$ cat config.mk
export PLATFORM = sky130hd
export DESIGN_NAME = johnson_decoder_flat
export DESIGN_NICKNAME = d
export VERILOG_FILES = /design/src/rtl/johnson_decoder_if.sv /design/src/rtl/johnson_decoder.sv /design/src/flat_wrapper.sv
export SDC_FILE = /design/constraint.sdc
export NUM_CORES = 1
export LEC_CHECK = 0
export CELL_PAD_IN_SITES_DETAIL_PLACEMENT = 0
export CELL_PAD_IN_SITES_GLOBAL_PLACEMENT = 1
export CORE_UTILIZATION = 40
export DETAILED_ROUTE_END_ITERATION = 8
export HOLD_SLACK_MARGIN = 0.03
export PLACE_DENSITY_LB_ADDON = 0.1
export SLEW_MARGIN = 10
export SYNTH_ARGS = -nofsm -noshare
export SYNTH_HDL_FRONTEND = slang
export SYNTH_SLANG_ARGS = --single-unit
$ cat constraint.sdc
create_clock -name clk -period 5.7 [get_ports clk]
set_input_delay 1.14 -clock clk [delete_from_list [all_inputs] [get_ports clk]]
set_output_delay 1.14 -clock clk [all_outputs]
set_load 0.05 [all_outputs]
$ cat src/rtl/johnson_decoder_if.sv
// rtl/johnson_decoder_if.sv - sample/result bundle for the Johnson-code decoder
interface johnson_decoder_if;
  logic       in_valid;
  logic [3:0] code;
  logic       err_clr;
  logic       out_valid;
  logic [2:0] value;
  logic       code_err;
  logic       seq_err;
  logic       locked;
  logic [7:0] err_count;

  modport master (
    output in_valid, code, err_clr,
    input  out_valid, value, code_err, seq_err, locked, err_count
  );

  modport slave (
    input  in_valid, code, err_clr,
    output out_valid, value, code_err, seq_err, locked, err_count
  );
endinterface

$ cat src/rtl/johnson_decoder.sv
// rtl/johnson_decoder.sv - 4-bit Johnson code decoder with lock FSM and error counter
module johnson_decoder #(
  parameter bit ALLOW_HOLD = 1'b1
) (
  input logic              clk,
  input logic              reset,
  johnson_decoder_if.slave bus
);

  localparam logic [1:0] ST_UNLOCKED = 2'd0;
  localparam logic [1:0] ST_ACQUIRE  = 2'd1;
  localparam logic [1:0] ST_LOCKED   = 2'd2;

  logic [1:0] state_q, state_d;
  logic [2:0] prev_q, prev_d;
  logic       out_valid_q, out_valid_d;
  logic       code_err_q, code_err_d;
  logic       seq_err_q, seq_err_d;
  logic [7:0] err_count_q;

  logic       legal;
  logic [2:0] idx;
  logic       is_succ;
  logic       is_hold;

  always_comb begin
    legal = 1'b1;
    idx   = 3'd0;
    case (bus.code)
      4'b0001: idx = 3'd0;
      4'b0011: idx = 3'd1;
      4'b0111: idx = 3'd2;
      4'b1111: idx = 3'd3;
      4'b1110: idx = 3'd4;
      4'b1100: idx = 3'd5;
      4'b1000: idx = 3'd6;
      4'b0000: idx = 3'd7;
      default: legal = 1'b0;
    endcase
  end

  // 3-bit addition wraps 7 -> 0, which makes 0000 -> 0001 a normal successor
  assign is_succ = (idx == prev_q + 3'd1);
  assign is_hold = (idx == prev_q);

  always_comb begin
    state_d     = state_q;
    prev_d      = prev_q;
    out_valid_d = 1'b0;
    code_err_d  = 1'b0;
    seq_err_d   = 1'b0;
    if (bus.in_valid) begin
      if (!legal) begin
        code_err_d = 1'b1;
        state_d    = ST_UNLOCKED;
      end else begin
        out_valid_d = 1'b1;
        prev_d      = idx;
        case (state_q)
          ST_UNLOCKED: state_d = ST_ACQUIRE;
          ST_ACQUIRE:  state_d = is_succ ? ST_LOCKED : ST_ACQUIRE;
          ST_LOCKED: begin
            if (is_succ || (is_hold && ALLOW_HOLD)) begin
              state_d = ST_LOCKED;
            end else begin
              seq_err_d = 1'b1;
              state_d   = ST_ACQUIRE;
            end
          end
          default: state_d = ST_UNLOCKED;
        endcase
      end
    end
  end

  // prev doubles as the reported value: both track the last legal index
  always_ff @(posedge clk or posedge reset) begin
    if (reset) begin
      state_q     <= ST_UNLOCKED;
      prev_q      <= 3'd0;
      out_valid_q <= 1'b0;
      code_err_q  <= 1'b0;
      seq_err_q   <= 1'b0;
    end else begin
      state_q     <= state_d;
      prev_q      <= prev_d;
      out_valid_q <= out_valid_d;
      code_err_q  <= code_err_d;
      seq_err_q   <= seq_err_d;
    end
  end

  // Counter moves on the same edge as the error pulse so both are seen together
  always_ff @(posedge clk or posedge reset) begin
    if (reset) begin
      err_count_q <= 8'd0;
    end else if (bus.err_clr) begin
      err_count_q <= 8'd0;
    end else if ((code_err_d || seq_err_d) && (err_count_q != 8'hff)) begin
      err_count_q <= err_count_q + 8'd1;
    end
  end

  assign bus.out_valid = out_valid_q;
  assign bus.value     = prev_q;
  assign bus.code_err  = code_err_q;
  assign bus.seq_err   = seq_err_q;
  assign bus.locked    = (state_q == ST_LOCKED);
  assign bus.err_count = err_count_q;

endmodule

$ cat src/flat_wrapper.sv
// flat-port wrapper written by rule: the top's interface ports become plain ports
module johnson_decoder_flat 
#(
  parameter bit ALLOW_HOLD = 1'b1
)
  (clk, reset, bus_in_valid, bus_code, bus_err_clr, bus_out_valid, bus_value, bus_code_err, bus_seq_err, bus_locked, bus_err_count);
  johnson_decoder_if bus_i ();
  input logic clk;
  input logic reset;
  input wire logic [$bits(bus_i.in_valid)-1:0] bus_in_valid;
  input wire logic [$bits(bus_i.code)-1:0] bus_code;
  input wire logic [$bits(bus_i.err_clr)-1:0] bus_err_clr;
  output wire logic [$bits(bus_i.out_valid)-1:0] bus_out_valid;
  output wire logic [$bits(bus_i.value)-1:0] bus_value;
  output wire logic [$bits(bus_i.code_err)-1:0] bus_code_err;
  output wire logic [$bits(bus_i.seq_err)-1:0] bus_seq_err;
  output wire logic [$bits(bus_i.locked)-1:0] bus_locked;
  output wire logic [$bits(bus_i.err_count)-1:0] bus_err_count;
  assign bus_i.in_valid = bus_in_valid;
  assign bus_i.code = bus_code;
  assign bus_i.err_clr = bus_err_clr;
  assign bus_out_valid = bus_i.out_valid;
  assign bus_value = bus_i.value;
  assign bus_code_err = bus_i.code_err;
  assign bus_seq_err = bus_i.seq_err;
  assign bus_locked = bus_i.locked;
  assign bus_err_count = bus_i.err_count;
  johnson_decoder #(.ALLOW_HOLD(ALLOW_HOLD)) u_core (.clk(clk), .reset(reset), .bus(bus_i));
endmodule
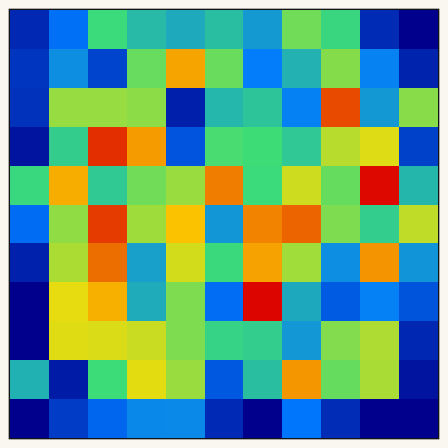
*Cell density map, run 1*
11 x 11 tiles, from dark blue (low) to red (high), 0 to 100% covered.
nearly empty tiles = 5.8%
emptiest ninth of the die = south-east
densest ninth of the die = center
mean over tiles = 45%
tiles over 75% full = 14%

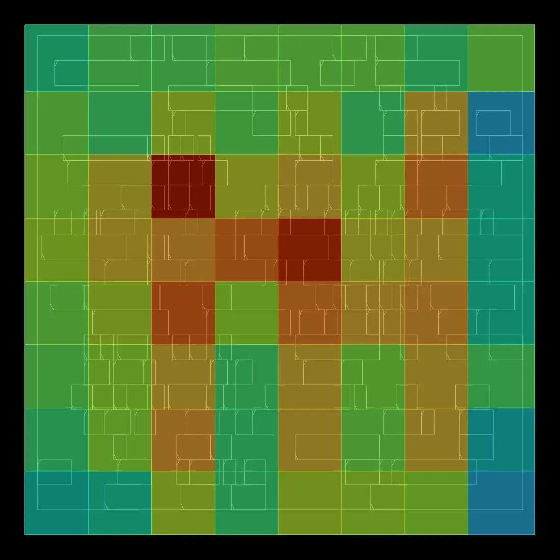
*Congestion heat map, run 1*
average routed wire per standard cell: 12.5 µm
met3 track demand over resource in global routing: 4.92%
peak-usage layer in the global routing report: met2
met2 GRT Util: 28.1%

==> out/results.ini, run 1 <==
[run_status]
result_of_the_run = complete, no violations

[cts]
cts_setup_buffers = 0
cts_made_buffers = 3
cts_hold_buf = 0
clock-root-buffer = sky130_fd_sc_hd__clkbuf_4
post_cts_resized = 0
worst_skew_pair.late_latency_ps = 280
cts.path.max_buffers = 2

[floorplanning]
core_area_um2 = 2730
floorplan.core_util_pct = 42.0
floorplan.io_pins = 23
chipHeight_um = 55.6
num_rows = 19

[yosys]
synth.net_count = 143
synthSimpleGateAreaFrac_pct = 25.6
average_size_of_a_mapped_cell_um2 = 8.63
synthesis.instances = 133
postSynth.topFlopCell = sky130_fd_sc_hd__dfrtp_1
syn-cell-area_um2 = 1150
synth_xor_xnor_area_share_pct = 3.60
yosys_register_bits = 16
aoi_share_pct = 15.9
netlist_top_cells_area = sky130_fd_sc_hd__dfrtp_1 (35%), sky130_fd_sc_hd__nand2_1 (6.5%), sky130_fd_sc_hd__nor2_1 (5.9%)
yosysTopAreaCellShare_pct = 34.9
yosys.area.top_type = sky130_fd_sc_hd__dfrtp_1
synth_cell_types = 36
async_flop_share_pct = 100
enable_flop_cells = 0
synth.yosys.seq_area_share_pct = 34.9

[route]
wl_met3_um = 77
met1_layer_wirelength_in_the_final_routing_mm = 1.13
wl_final_mm = 2.32
route.detailed.drc = 0
met2_length_mm = 1.10
final_antenna_net_count = 0
drt-vias-per-instance = 5.39
dr_total_vias = 998
firstDrtPassIters = 4

[power_and_ir_drop]
fin_total_pwr_mw = 0.320
total_leakage_power_nw = 0.584
cellPowerDensity_nw_per_um2 = 226

[final_timing]
skew_ps = 2.73
maxSlewViolCount = 0
postLayoutSetupSlackWorst_ps = 2340
final-hold-violation-count = 0
setup_total_negative_slack_ps = 0
finalClockPeriodUsage_pct = 59.0
worst_pin_slew_ps = 892
clock.fmax_mhz = 297

[global_route]
pin_count_of_the_biggest_net_entering_global_routing = 17
grt_util_met1_pct = 22.3
antenna_violations_before_repair = 0
global_route_wire_length_before_repair_mm = 4.20

[flow_run]
openroad.warnings = 26
max_cap_viol_count = 0

[place]
post_dp_cell_area_um2 = 1380
pre_cts_ws_ps = 2030
gp_congestion = 0.807
dpl.hpwl_mm = 1.76
place.detailed.instances = 181

[critical_path]
endpoint_kind = flip-flop
path_cells = clkdlybuf4s50_1, mux2i_1, mux2i_1, nor4_1, nand2_1, o2bb2ai_1, mux2_2
critical_path.top_delay_family = simple AND/OR/NAND/NOR gates
worst_setup_path_start_kind = input port
timing.critical_path.slowest_stage_cell = sky130_fd_sc_hd__nor4_1
cpMostUsedCell = sky130_fd_sc_hd__mux2i_1
critical_path.max_stage_delay_ps = 700
critical_path_peak_fanout = 9
crit_arrival_ps = 3540
timing.critical_path.buf_inv = 1

[final_layout]
stdcell_area_um2 = 1420
syn_to_final_growth_pct = 23.7
antenna-diode-count = 0
postLayoutCoreUtil_pct = 51.9
non_filler_cells_final = 185
final_cell_mix = sky130_fd_sc_hd__clkdlybuf4s50_1 (22), sky130_fd_sc_hd__nand2_1 (20), sky130_fd_sc_hd__nor2_1 (18), sky130_fd_sc_hd__dfrtp_1 (16), sky130_fd_sc_hd__nor2b_1 (10)
post_route_cells_drive_above_1_share_pct = 7.79
final_nets = 165
largest_register_ffs = 8

[min_path]
min_path_type = reg -> reg

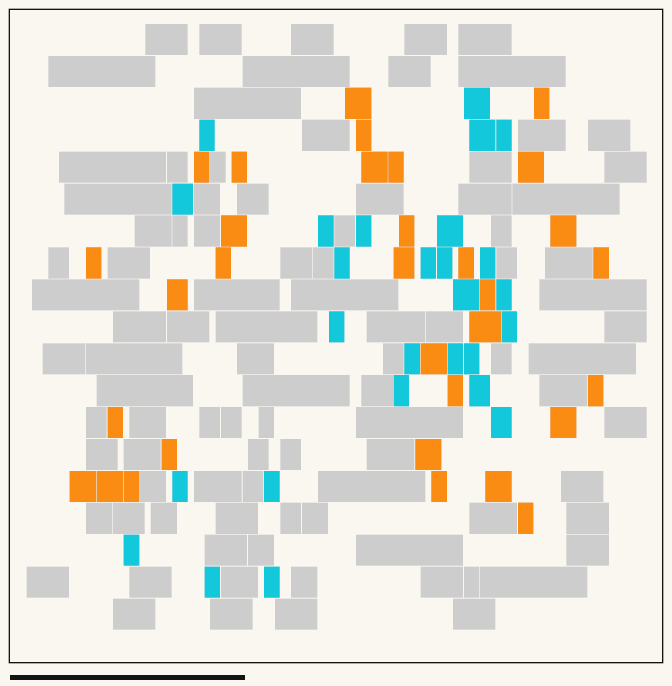
*Gate families picked out, run 1*
Scale bar: 20 µm.
NAND gates -> cyan  # cells 27
NOR gates -> orange  # cells 32

[run 1: cells in the mapped netlist (3+ instances only)]
master                      n
sky130_fd_sc_hd__a21oi_1    6
sky130_fd_sc_hd__nand2_1   20
sky130_fd_sc_hd__nand2b_1   3
sky130_fd_sc_hd__dfrtp_1   16
sky130_fd_sc_hd__mux2_2     3
sky130_fd_sc_hd__nand3_1    3
sky130_fd_sc_hd__o21ai_1    5
sky130_fd_sc_hd__nor2_1    18
sky130_fd_sc_hd__clkbuf_1   3
sky130_fd_sc_hd__o21ai_0    4
sky130_fd_sc_hd__mux2i_1    3
sky130_fd_sc_hd__nor2b_1   10
sky130_fd_sc_hd__mux2_1     5
sky130_fd_sc_hd__inv_1      4
[run 1: report_power, final]
part           internal, mW  total, mW  switching (mW)
clock                0.0389     0.0764          0.0376
combinational        0.0470      0.113          0.0665
sequential            0.121      0.130         0.00913
[run 1: path summary, 6_finish.rpt]
check	startpoint	endpoint	slack [ps]	cells after the start
worst min register to register	u_core.bus.value[1]$_DFFE_PP0P_	u_core.bus.value[1]$_DFFE_PP0P_	600	2
max in group asynchronous	reset	u_core.bus.err_count[6]$_DFFE_PP0P_	4070	2
worst max register to register	u_core.bus.value[0]$_DFFE_PP0P_	u_core.bus.err_count[0]$_DFFE_PP0P_	3450	5
min in group asynchronous	reset	u_core.bus.err_count[5]$_DFFE_PP0P_	1230	2
worst min-delay path	u_core.bus.value[1]$_DFFE_PP0P_	u_core.bus.value[1]$_DFFE_PP0P_	600	2
worst max-delay path	bus_code[0]	u_core.bus.err_count[2]$_DFFE_PP0P_	2340	7
[run 1: cell type report]
cell class	instances	area, µm²
Fill cell	265	1320
Multi-Input combinational cell	108	708
Sequential cell	16	400
Timing Repair Buffer	22	220
Tap cell	31	38.8
Clock buffer	4	36.3
Inverter	4	15.0
### Routed metal, one color a layer, run 1

Scale bar: 20 µm.
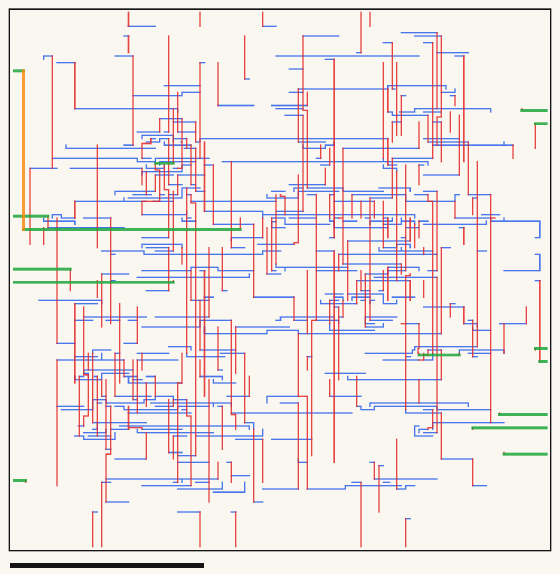

==> run 2: changes to the inputs <==
Settings changed: CORE_UTILIZATION 40 to 34.
Clock period 5.7 ns to 2.7 ns, I/O delays scaled along.
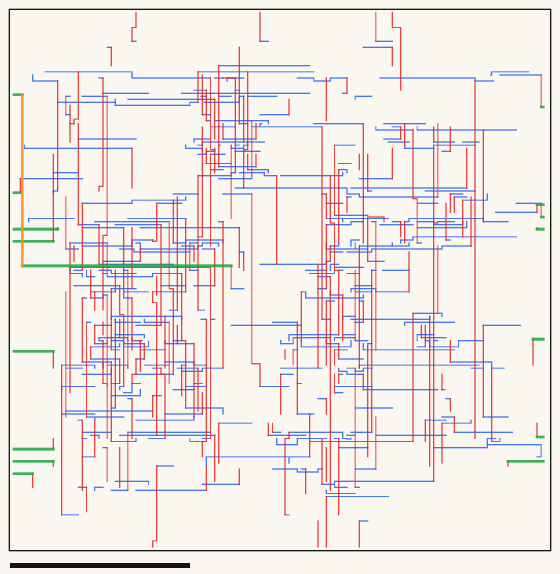
*Routed metal, one color a layer, run 2*
Scale bar: 20 µm.
metal 2 -> red  # wire length 1310 µm
metal 3 -> green  # wire length 56.8 µm
metal 4 -> orange  # wire length 19.0 µm
metal 1 -> blue  # wire length 1190 µm

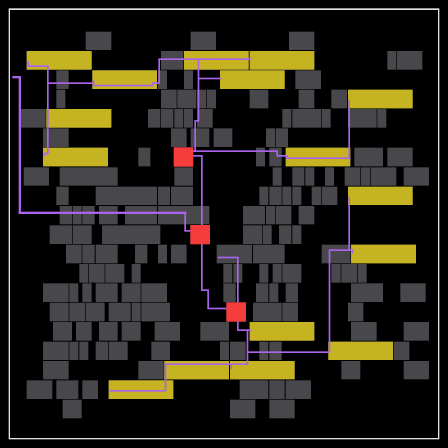
*Routed clock nets over the placement, run 2*
flip-flops -> yellow  # count 16
clock drivers -> red  # count 3
clock wires -> purple  # length 254 µm
flops lie = widely spread
routed clock nets = 4
Layout Skew: 7.35 ps
Clock Latency Late Sink: 290 ps
Clk network pwr share: 23.0%
clock network power consumption: 0.162 mW

==> run 2 against run 1 <==
Global-route usage fell by 0.58 points. Wire length rose by 11%. Non-clock buffer count rose by 17. Sequential power rose by 110%. Die area rose by 17%. Count of clock-buffer cells in the layout did not move. Utilization fell by 1.8 points. Final cell count rose by 16%. First-iteration DRC count did not move. Clock skew rose by 4.6 ps. Flip-flop count did not move. Synthesized area did not move.
==> out/results.ini, run 2 <==
[route]
firstDrtPassIters = 4  ; unchanged
detail_route.wl_per_cell_um = 12.0  ; was 12.5 µm
wl_met3_um = 56  ; was 77 µm
met2_length_mm = 1.31  ; was 1.10 mm

[final_layout]
stdcell_area_um2 = 1570  ; was 1420 µm²
largest_register_ffs = 8  ; unchanged
postLayoutCoreUtil_pct = 50.1  ; was 51.9%
antenna-diode-count = 0  ; unchanged

[critical_path]
timing.critical_path.buf_inv = 2  ; was 1
path_cells = clkdlybuf4s50_1, buf_4, nor2_1, a2bb2oi_1, mux4_2, o22ai_4, o31ai_2, mux2_1  ; was clkdlybuf4s50_1, mux2i_1, mux2i_1, nor4_1, nand2_1, o2bb2ai_1, mux2_2
crit_arrival_ps = 2760  ; was 3540 ps
critical_path.top_delay_family = multiplexers  ; was simple AND/OR/NAND/NOR gates
critical_path_peak_fanout = 8  ; was 9

[flow_run]
openroad.warnings = 26  ; unchanged

[floorplanning]
num_rows = 20  ; was 19
core_area_um2 = 3130  ; was 2730 µm²
floorplan.io_pins = 23  ; unchanged

[power_and_ir_drop]
share_comb_of_total_power_pct = 37.9  ; was 35.4%
power.share.sequential_pct = 39.1  ; was 40.7%
cellPowerDensity_nw_per_um2 = 451  ; was 226 nW/µm²

[final_timing]
setup_total_negative_slack_ps = 0  ; unchanged
worst_pin_slew_ps = 612  ; was 892 ps
clock.fmax_mhz = 387
maxSlewViolCount = 0  ; unchanged

[min_path]
min_path_type = reg -> reg  ; unchanged

[yosys]
average_size_of_a_mapped_cell_um2 = 8.63  ; unchanged
synth.net_count = 143  ; unchanged
yosys.area.top_type = sky130_fd_sc_hd__dfrtp_1  ; unchanged
synth_xor_xnor_area_share_pct = 3.60  ; unchanged
synth.cells.most_frequent = sky130_fd_sc_hd__nand2_1 (20), sky130_fd_sc_hd__nor2_1 (18), sky130_fd_sc_hd__dfrtp_1 (16)  ; unchanged
synth_cell_types = 36  ; unchanged
syn-cell-area_um2 = 1150  ; unchanged
yosys_register_bits = 16  ; unchanged
async_flop_share_pct = 100  ; unchanged

[place]
dpl.hpwl_mm = 2.04  ; was 1.76 mm

[global_route]
globalRouteMet3Util_pct = 2.60  ; was 4.92%
gr-usage-met2_pct = 29.4  ; was 28.1%

[cts]
cts_setup_buffers = 0  ; unchanged
clock-root-buffer = sky130_fd_sc_hd__clkbuf_4  ; unchanged

[run_status]
result_of_the_run = complete, no violations  ; unchanged

==> run 2: cell counts after synthesis <==
Identical to the previous run, type by type.
==> run 2: metrics by stage <==
stage	std cells	setup slack [ps]
4_1_cts	215	77.3
6_report	215	118
3_5_place_dp	211	-235
5_1_grt	215	5.84
3_3_place_gp	211	-186
2_1_floorplan	133	258
==> run 2: worst paths after layout <==
path,start,endpoint,slack [ps],cells past startpoint
worst min-delay path,u_core.bus.err_count[1]$_DFFE_PP0P_,u_core.bus.err_count[1]$_DFFE_PP0P_,600,2
min in group asynchronous,reset,u_core.bus.code_err$_DFF_PP0_,620,2
max in group asynchronous,reset,u_core.bus.err_count[3]$_DFFE_PP0P_,1680,2
worst min register to register,u_core.bus.err_count[1]$_DFFE_PP0P_,u_core.bus.err_count[1]$_DFFE_PP0P_,600,2
worst max-delay path,bus_code[3],u_core.bus.err_count[0]$_DFFE_PP0P_,120,8
worst max register to register,u_core.bus.value[0]$_DFFE_PP0P_,u_core.bus.err_count[0]$_DFFE_PP0P_,520,5
==> run 2: final cells by class <==
type	instances	area (µm²)	share of cell area (%)
flip-flops and latches	16	400	25.5
well taps	44	55.1	3.51
multi-input cells	108	713	45.5
repair buffers	39	348	22.2
clock buffers	4	36.3	2.31
inverters	4	15.0	0.958
==> run 2: power groups by stage <==
| stage | clock [mW] | sequential [mW] | combinational, mW |
|---|---|---|---|
| detailed placement | 0 | 0.282 | 0.269 |
| CTS | 0.174 | 0.277 | 0.270 |
| floorplan | 0 | 0.324 | 0.134 |
| finish | 0.162 | 0.277 | 0.268 |
| global placement | 0 | 0.281 | 0.267 |
| global route | 0.178 | 0.280 | 0.291 |
==> run 2: timing repair <==
action                     in CTS  in global routing
setup endpoints to repair       0                 10
hold endpoints to repair        0                  0
resized                         0                  2
hold buffers                    0                  0
Power and IR drop assume default switching activity.
